$ cat config.mk
export PLATFORM = sky130hd
export DESIGN_NAME = alu_share_arbiter
export DESIGN_NICKNAME = d
export VERILOG_FILES = /design/src/rtl/alu_share_arbiter_pkg.sv /design/src/rtl/alu_rr_pick.sv /design/src/rtl/alu_share_arbiter.sv
export SDC_FILE = /design/constraint.sdc
export NUM_CORES = 1
export LEC_CHECK = 0
export CORE_ASPECT_RATIO = 1.2
export CORE_UTILIZATION = 53
export DETAILED_ROUTE_END_ITERATION = 7
export PLACE_DENSITY_LB_ADDON = 0.15
export SKIP_LAST_GASP = 1
export SLEW_MARGIN = 40
export SYNTH_ARGS = -nofsm -noshare
export SYNTH_HDL_FRONTEND = slang
export SYNTH_SLANG_ARGS = --single-unit
$ cat constraint.sdc
create_clock -name clk -period 5.7 [get_ports clk]
set_clock_uncertainty 0.1 [all_clocks]
set_input_delay 0.57 -clock clk [delete_from_list [all_inputs] [get_ports clk]]
set_output_delay 0.57 -clock clk [all_outputs]
set_load 0.02 [all_outputs]
$ cat src/rtl/alu_share_arbiter_pkg.sv
// Shared constants for the ALU share arbiter: default widths, ALU opcodes,
// requester ids and the response-slot state encoding.
package alu_share_arbiter_pkg;

    localparam int unsigned DEF_WIDTH = 32;
    localparam int unsigned DEF_OPW   = 3;
    localparam int unsigned DEF_CNTW  = 16;

    localparam logic [DEF_OPW-1:0] OP_ADD = 3'b000;
    localparam logic [DEF_OPW-1:0] OP_SUB = 3'b001;
    localparam logic [DEF_OPW-1:0] OP_AND = 3'b010;
    localparam logic [DEF_OPW-1:0] OP_OR  = 3'b011;
    localparam logic [DEF_OPW-1:0] OP_SLT = 3'b100;

    localparam logic ID_REQ0 = 1'b0;
    localparam logic ID_REQ1 = 1'b1;

    typedef enum logic {
        ST_EMPTY = 1'b0,
        ST_FULL  = 1'b1
    } rsp_state_t;

endpackage

$ cat src/rtl/alu_rr_pick.sv
// Two-way round-robin pick: grants one valid requester when the response
// slot can take a result, and advances the pointer past the winner.
module alu_rr_pick
    import alu_share_arbiter_pkg::*;
(
    input  logic       valid0,
    input  logic       valid1,
    input  logic       ptr,
    input  logic       slot_free,
    output logic [1:0] grant,
    output logic       ptr_next
);

    always_comb begin
        grant    = 2'b00;
        ptr_next = ptr;
        if (slot_free) begin
            if (valid0 && valid1) begin
                grant = (ptr == ID_REQ0) ? 2'b01 : 2'b10;
            end else if (valid0) begin
                grant = 2'b01;
            end else if (valid1) begin
                grant = 2'b10;
            end
        end
        // Winner goes to the back of the line
        if (grant[0]) begin
            ptr_next = ID_REQ1;
        end else if (grant[1]) begin
            ptr_next = ID_REQ0;
        end
    end

endmodule

$ cat src/rtl/alu_share_arbiter.sv
// One shared ALU between the EX stage (req0) and the branch/address helper
// (req1): round-robin grant, single registered response slot tagged by id.
module alu_share_arbiter
    import alu_share_arbiter_pkg::*;
#(
    parameter int unsigned WIDTH = DEF_WIDTH,
    parameter int unsigned OPW   = DEF_OPW,
    parameter int unsigned CNTW  = DEF_CNTW
) (
    input  logic             clk,
    input  logic             rst_n,
    input  logic             req0_valid,
    output logic             req0_ready,
    input  logic [WIDTH-1:0] req0_a,
    input  logic [WIDTH-1:0] req0_b,
    input  logic [OPW-1:0]   req0_op,
    input  logic             req1_valid,
    output logic             req1_ready,
    input  logic [WIDTH-1:0] req1_a,
    input  logic [WIDTH-1:0] req1_b,
    input  logic [OPW-1:0]   req1_op,
    output logic             rsp_valid,
    input  logic             rsp_ready,
    output logic             rsp_id,
    output logic [WIDTH-1:0] rsp_result,
    output logic             rsp_zero,
    output logic [CNTW-1:0]  contention
);

    rsp_state_t       state_q;
    rsp_state_t       state_next;
    logic             ptr_q;
    logic             ptr_next;
    logic [1:0]       grant;
    logic             slot_free;
    logic             accept;
    logic             sel;
    logic [WIDTH-1:0] op_a;
    logic [WIDTH-1:0] op_b;
    logic [OPW-1:0]   op_code;
    logic [WIDTH-1:0] alu_res;

    assign rsp_valid = (state_q == ST_FULL);

    // Gated by rst_n so no handshake completes while reset is held
    assign slot_free = rst_n && (!rsp_valid || rsp_ready);

    alu_rr_pick u_pick (
        .valid0    (req0_valid),
        .valid1    (req1_valid),
        .ptr       (ptr_q),
        .slot_free (slot_free),
        .grant     (grant),
        .ptr_next  (ptr_next)
    );

    assign req0_ready = grant[0];
    assign req1_ready = grant[1];
    assign accept     = |grant;
    assign sel        = grant[1];

    assign op_a    = sel ? req1_a  : req0_a;
    assign op_b    = sel ? req1_b  : req0_b;
    assign op_code = sel ? req1_op : req0_op;

    // Shared ALU; unknown opcodes yield zero
    always_comb begin
        alu_res = '0;
        case (op_code)
            OP_ADD:  alu_res = op_a + op_b;
            OP_SUB:  alu_res = op_a - op_b;
            OP_AND:  alu_res = op_a & op_b;
            OP_OR:   alu_res = op_a | op_b;
            OP_SLT:  alu_res = WIDTH'($signed(op_a) < $signed(op_b));
            default: alu_res = '0;
        endcase
    end

    always_comb begin
        state_next = state_q;
        case (state_q)
            ST_EMPTY: if (accept) state_next = ST_FULL;
            ST_FULL:  if (rsp_ready && !accept) state_next = ST_EMPTY;
            default:  state_next = ST_EMPTY;
        endcase
    end

    always_ff @(posedge clk) begin
        if (!rst_n) begin
            state_q    <= ST_EMPTY;
            ptr_q      <= ID_REQ0;
            rsp_id     <= ID_REQ0;
            rsp_result <= '0;
            rsp_zero   <= 1'b0;
            contention <= '0;
        end else begin
            state_q <= state_next;
            ptr_q   <= ptr_next;
            if (accept) begin
                rsp_id     <= sel;
                rsp_result <= alu_res;
                rsp_zero   <= (alu_res == '0);
            end
            if (req0_valid && req1_valid && (contention != {CNTW{1'b1}})) begin
                contention <= contention + CNTW'(1);
            end
        end
    end

endmodule

Run 1, PDN straps and rails:
(3 px per um) Pins as bars on the die edge. Tap cells in grey.
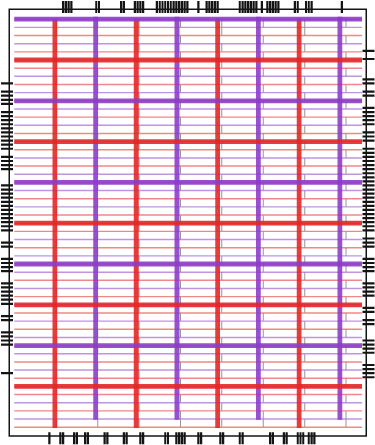
legend:
  purple:
    net: VDD
  red:
    net: VSS
met4 straps: 8
met1 rails: 51
rows: 50
tap cells: 208

Run 1, placement by cell class:
(3 px per um) Fill, decap, tap and diode cells in grey.
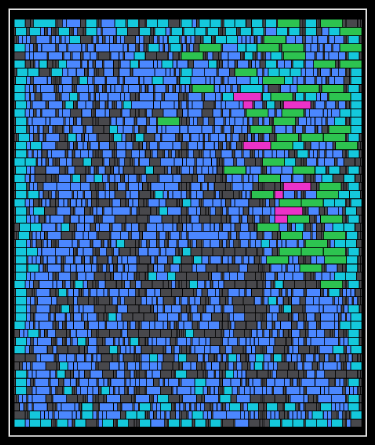
legend:
  magenta:
    class: clock drivers and dummy loads
    cells: 8
    share_of_their_area: 1.4%
  cyan:
    class: other buffers and delay cells
    cells: 255
    share_of_their_area: 22%
  blue:
    class: all other logic
    cells: 1,165
    share_of_their_area: 67%
  green:
    class: flops
    cells: 52
    share_of_their_area: 9.6%

==> impl_metrics.ini, run 1 <==
; implementation run metrics
[status]
outcome = complete, no violations

[clock_network]
cts_root_buffer = clkbuf_16
cts_resized = 0
postCtsSetupBuffers = 0
clock-sinks = 52
clockBufferDepth = 2
ctsHoldBuffers = 0
cts_tree = built
clk_pin_slew_ns = 0.08
cts_max_level = 2
cts_buffers = 5

[timing]
tightest_slew_ns = 0.819
final_hold_viol_count = 0
fmax_mhz = 187
slew_violations = 0
rsz0062_at_grt = no
slew-limit-headroom_pct = 45.1
holdWs_ns = 0.354
setup_viol = 0
timing.final.crit_share_pct = 94.0
layout_setup_ws_ns = 0.343
tns_ns = 0

[power]
swShare_pct = 46.8
fin_total_pwr_mw = 2.12
pg_seq_uw = 410
power_density_nw_per_um2 = 190
p_seq_share_pct = 19.4
powerComb_mw = 1.39
switching_power_uw = 991
p_comb_share_pct = 65.8
ir_drop_uv = 125
top_power_group = combinational cells

[route]
first_iter_violations = 938
drc = 0
antenna_left = 0
wire_per_inst_um = 17.9
vias_per_cell = 6.09
drt_pass1_iterations = 6

[worst_setup_path]
critPathTopFamily = AND-OR/OR-AND gates
cp-start-kind = primary input
ff2ff_path_depth = 20
critPathArrivalTime_ns = 5.49
cp_num_buf_inv = 4
cp_common_cell = nand2_1
cp_slowest_cell = fa_1
path_cells = clkdlybuf4s50_1, nand2b_1, nand4_1, buf_12, buf_4, nand2_1, nand2_1, ha_1, fa_1, a21o_1, a221oi_1, buf_4, o211ai_1, a32o_1, o31a_1, and2_0, o32ai_1, o211ai_1, nor4_1, nand2_1, nand2_1
cp-end-kind = flop
cp_max_fo = 31
cp.depth = 21
crit_type = in2reg
slowest_delay_ns = 0.48
required_ns = 5.84

[logic_synthesis]
yosys_warnings = 0
ys_sh_simple_pct = 28.1
synth_flops = 52
yosys_area_sq_um = 8630
largest_area_cell = ha_1
yosys_most_used_dff = dfxtp_1
synthAdderAreaFrac_pct = 16.3
synth.avg_cell_area_sq_um = 6.68
fp_nets = 1543
top_cells_by_count = nand2_1 (286), ha_1 (109), inv_1 (101)
ys_seq_share_pct = 12.1
ys_sh_mux_pct = 1.78
edf_count = 0
netlist_area_sq_um = 8630
synth-compound-area-share_pct = 30.9
ys_types = 82
synth_cells = 1293
yosysTopAreaCellShare_pct = 15.8
synth-xor-area-share_pct = 2.33
topCombFamilyByArea = AND-OR/OR-AND gates
async_reset_ff_share_pct = 0
topCellsByArea = ha_1 (16%), nand2_1 (12%), dfxtp_1 (12%)

[die]
row_count = 50
fp.dieW_um = 118
die_area_sq_um = 16800
ioPinCount = 192
dieHeight_um = 142
initial_core_util_pct = 54.7
core-area_sq_um = 15800

[layout]
antenna_cells = 0
fin_area_sq_um = 11100
drive_above_1_share_pct = 6.89
fin_nets = 1729
post-route-util_pct = 70.6
final_cells = 1688
synthToLayoutAreaGrowth_pct = 28.9

[global_routing]
overflow = 0
antenna_found_initial = 0
grt_pass1_vias = 9572
grt_first_pass_wirelength_um = 47700
grt_max_degree = 55

[placed_design]
dpl.cell_count = 1680
placed_cell_area_sq_um = 11000
dp_slack_ns = 0.146
gp_congestion = 1.04
io_buffer_count = 191
dp_hpwl_um = 24200

[flow_run]
warnings = 102
cap_violations = 0

[min_path]
min_path_type = reg2reg
hold_depth = 2
Run 1, clock distribution:
(3 px per um)
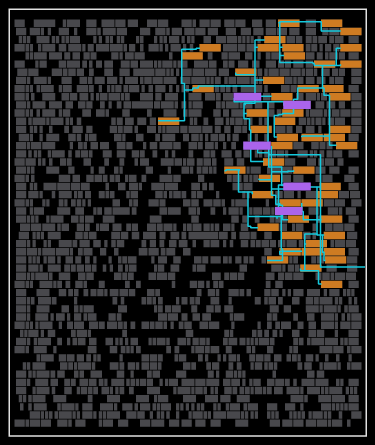
legend:
  purple:
    item: cells driving clock nets
    count: 5
  cyan:
    item: clock wires
    length: 633 um
  orange:
    item: flip-flops
    count: 52
routed clock nets: 6
Clock power frac: 14.8%
Clock group: 314 uW
clk ins delay skew pair: 0.29 ns

Run 1, signal wires by layer:
(3 px per um)
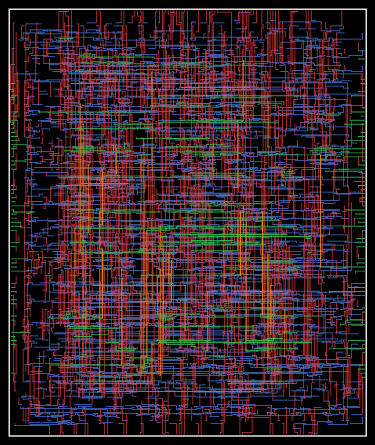
legend:
  red:
    layer: met2
    wire_length: 14,100 um
  orange:
    layer: met4
    wire_length: 1,080 um
  green:
    layer: met3
    wire_length: 2,810 um
  blue:
    layer: met1
    wire_length: 12,200 um
GRT Util Overall: 34.8%
total number of vias: 10,300
final WL: 30,200 um

run 1: registers in the layout, summed over array words and instances, names as in the netlist:
| name | flops |
|---|---|
| rsp_zero | 1 |
| contention | 16 |
| rsp_valid | 1 |
| ptr_q | 1 |
| rsp_result | 32 |
| rsp_id | 1 |
run 1: metal layers:
layer	wire (um)	GRT usage (%)
met3	2810	6.07
met1	12200	42.5
met4	1080	14.5
met2	14100	60.3
met5	0	0
run 1: layout make-up:
class	count	area, sq um
well taps	208	260
multi-input cells	1063	6870
clock inverters	3	27.5
clock buffers	5	125
fillers	1385	4640
inverters	102	383
flip-flops and latches	52	1040
repair buffers	255	2420
run 1: worst reg2reg max path: stages, from the launching register on:
cell      delay, ns
dfxtp_1        0.36
nand2b_1       0.14
nand4_1        0.20
buf_12         0.23
buf_4          0.23
nand2_1        0.10
nand2_1        0.09
ha_1           0.28
fa_1           0.48
a21o_1         0.23
a221oi_1       0.25
buf_4          0.19
o211ai_1       0.19
a32o_1         0.29
o31a_1         0.25
and2_0         0.15
o32ai_1        0.47
o211ai_1       0.17
nor4_1         0.34
nand2_1        0.09
nand2_1        0.06
run 1: layout by cell type (no fill, tap or decap), types with 23 or more instances in the layout:
| cell | n |
|---|---|
| a211oi_1 | 45 |
| a21oi_1 | 75 |
| buf_4 | 62 |
| clkdlybuf4s50_1 | 191 |
| dfxtp_1 | 52 |
| ha_1 | 109 |
| inv_1 | 101 |
| nand2_1 | 286 |
| nand3_1 | 23 |
| nor2_1 | 84 |
| nor3_1 | 30 |
| o21ai_0 | 64 |
run 1: final timing paths:
kind	startpoint	end	slack [ns]
setup / recovery	rsp_ready	rsp_zero	0.34
hold / removal	rsp_result[31]	rsp_result[31]	0.35
setup reg to reg	ptr_q	rsp_zero	0.76
hold reg to reg	rsp_result[31]	rsp_result[31]	0.35
==> run 1 -> run 2 <==
--- a/config.mk
+++ b/config.mk
@@ -5,10 +5,12 @@
 export SDC_FILE = /design/constraint.sdc
 export NUM_CORES = 1
 export LEC_CHECK = 0
+export CELL_PAD_IN_SITES_DETAIL_PLACEMENT = 2
+export CELL_PAD_IN_SITES_GLOBAL_PLACEMENT = 2
 export CORE_ASPECT_RATIO = 1.2
-export CORE_UTILIZATION = 53
+export CORE_UTILIZATION = 28
 export DETAILED_ROUTE_END_ITERATION = 7
-export PLACE_DENSITY_LB_ADDON = 0.15
+export PLACE_DENSITY_LB_ADDON = 0.1
 export SKIP_LAST_GASP = 1
 export SLEW_MARGIN = 40
 export SYNTH_ARGS = -nofsm -noshare
Run 2, signal wires by layer:
(2 px per um)
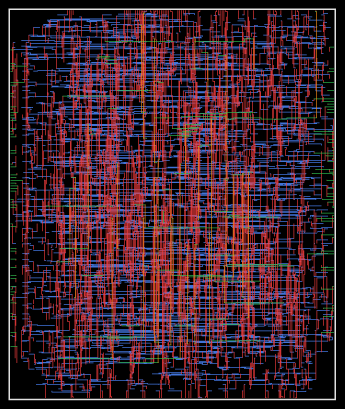
legend:
  orange:
    layer: met4
    wire_length: 1,600 um
  green:
    layer: met3
    wire_length: 1,240 um
  red:
    layer: met2
    wire_length: 21.0 mm
  blue:
    layer: met1
    wire_length: 18,400 um

Run 2, clock distribution:
(2 px per um)
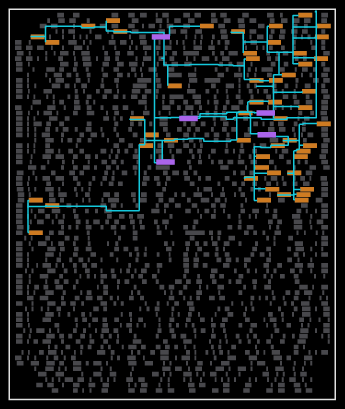
legend:
  orange:
    item: flip-flops
    count: 52
  cyan:
    item: clock wires
    length: 1,030 um
  purple:
    item: cells driving clock nets
    count: 5
routed clock nets: 6

==> run 2 against run 1 <==
  * Combinational power is 14% higher
  * Via count is 3.4% higher
  * Largest power group unchanged
  * Critical path depth rose by 2
  * Utilization decreased by 31 points
  * Non-clock buffer count increased by 63
  * Critical endpoint unchanged
  * Die size rose by 88%
  * Clock power rose by 7.0%
  * Hold slack gained 0.016 ns
  * Worst setup slack got worse by 0.052 ns
  * Clock-buffer cell count unchanged
==> impl_metrics.ini, run 2 <==
; implementation run metrics
[die]
core-area_sq_um = 30400
ioPinCount = 192
row_count = 70
initial_core_util_pct = 28.4

[worst_setup_path]
slowest_delay_ns = 0.47
cp_max_fo = 8
cp-start-kind = primary input
critPathArrivalTime_ns = 5.57
ff2ff_path_depth = 22
cp_common_cell = buf_4
cp_slowest_cell = fa_1
setup.worst_path.end = rsp_zero
rr_endpoint = rsp_zero
r2r-start = ptr_q

[route]
drc = 0
first_iter_violations = 471
antenna_left = 0
wl_um = 42300
via_count = 10600

[logic_synthesis]
synth_flops = 52
synth.avg_cell_area_sq_um = 6.68
netlist_area_sq_um = 8630
synthAdderAreaFrac_pct = 16.3
yosys_area_sq_um = 8630
ys_types = 82
synth_cells = 1293
yosys_warnings = 0
topCellsByArea = ha_1 (16%), nand2_1 (12%), dfxtp_1 (12%)
fp_nets = 1543
top_cells_by_count = nand2_1 (286), ha_1 (109), inv_1 (101)
largest_area_cell = ha_1
async_reset_ff_share_pct = 0
synth-compound-area-share_pct = 30.9

[timing]
setup_viol = 0
tightest_slew_ns = 0.725
slew_violations = 0
slew-limit-headroom_pct = 51.3
rsz0062_at_grt = no
holdWs_ns = 0.371

[clock_network]
cts_resized = 0
clk_pin_slew_ns = 0.09
cts_root_buffer = clkbuf_16
clock-sinks = 52
cts_buffers = 5
cts_max_level = 2
clkLatencyLatePin_ns = 0.31
ctsHoldBuffers = 0

[power]
power_density_nw_per_um2 = 196
switching_power_mw = 1.13
p_seq_share_pct = 17.6
clock_power_share_pct = 14.4
powerComb_mw = 1.59
ir_drop_uv = 123
p_comb_share_pct = 68.0
powerClk_uw = 336
pg_seq_uw = 411

[placed_design]
dp_hpwl_um = 34700
dp_slack_ns = -0.112
io_buffer_count = 191

[min_path]
min_path_type = reg2reg

[status]
outcome = complete, no violations

[layout]
synthToLayoutAreaGrowth_pct = 37.7
drive_above_1_share_pct = 11.0
fin_nets = 1792
largestRegisters = rsp_result (32), contention (16)
mostFrequentLayoutCells = nand2_1 (286), clkdlybuf4s50_1 (190), buf_4 (123)
post-route-util_pct = 39.1

[flow_run]
cap_violations = 0

[global_routing]
grt_first_pass_wirelength_um = 65500
overflow = 0
[run 2: worst min path at each step]
| stage | startpoint | end | slack (ns) | cells past startpoint |
|---|---|---|---|---|
| after global placement | rsp_result[31] | rsp_result[31] | 0.34 | 2 |
| after global routing | rsp_result[31] | rsp_result[31] | 0.41 | 2 |
| after CTS | rsp_zero | rsp_zero | 0.38 | 2 |
| after detailed placement | rsp_result[31] | rsp_result[31] | 0.35 | 2 |
| after floorplan | ptr_q | ptr_q | 0.34 | 2 |
| final | rsp_zero | rsp_zero | 0.37 | 2 |
[run 2: layer usage]
| layer | share of wire (%) | track usage [%] | vias up | routed length, um |
|---|---|---|---|---|
| met4 | 3.8 | 9.71 | 0 | 1600 |
| met1 | 44 | 32.6 | 5234 | 18400 |
| met2 | 50 | 48.2 | 255 | 21000 |
| li1 | - | - | 5073 | - |
| met5 | 0 | 0 | - | 0 |
| met3 | 2.9 | 2.13 | 65 | 1240 |
[run 2: critical path, delay by kind of cell]
kind	cells	cell delay (ns)
buffers and inverters	6	1.42
adders and majority gates	2	0.70
AOI/OAI and AO/OA	7	1.75
and+or+nand+nor	8	1.12
[run 2: stage by stage]
stage	cells	instance area, sq um
after floorplan	1293	8630
final	1939	11900
after CTS	1939	11900
after detailed placement	1931	11700
after global routing	1939	11900
after global placement	1931	11700
[run 2: final cells by class]
type                            instances  area, sq um
Timing Repair Buffer                  318         2900
Multi-Input combinational cell       1063         6910
Fill cell                            3729        18500
Clock buffer                            5          125
Tap cell                              396          495
Sequential cell                        52         1040
Inverter                              102          385
Clock inverter                          3         22.5
[run 2: cell families after synthesis]
group	Yosys count
XOR/XNOR	23
multiplexers	15
buffers and inverters	178
AND/OR/NAND/NOR	538
AND-OR/OR-AND	376
flip-flops	52
adder cells (fa/ha/maj)	111
No activity file was given, so power comes from the tool's default toggle rates.
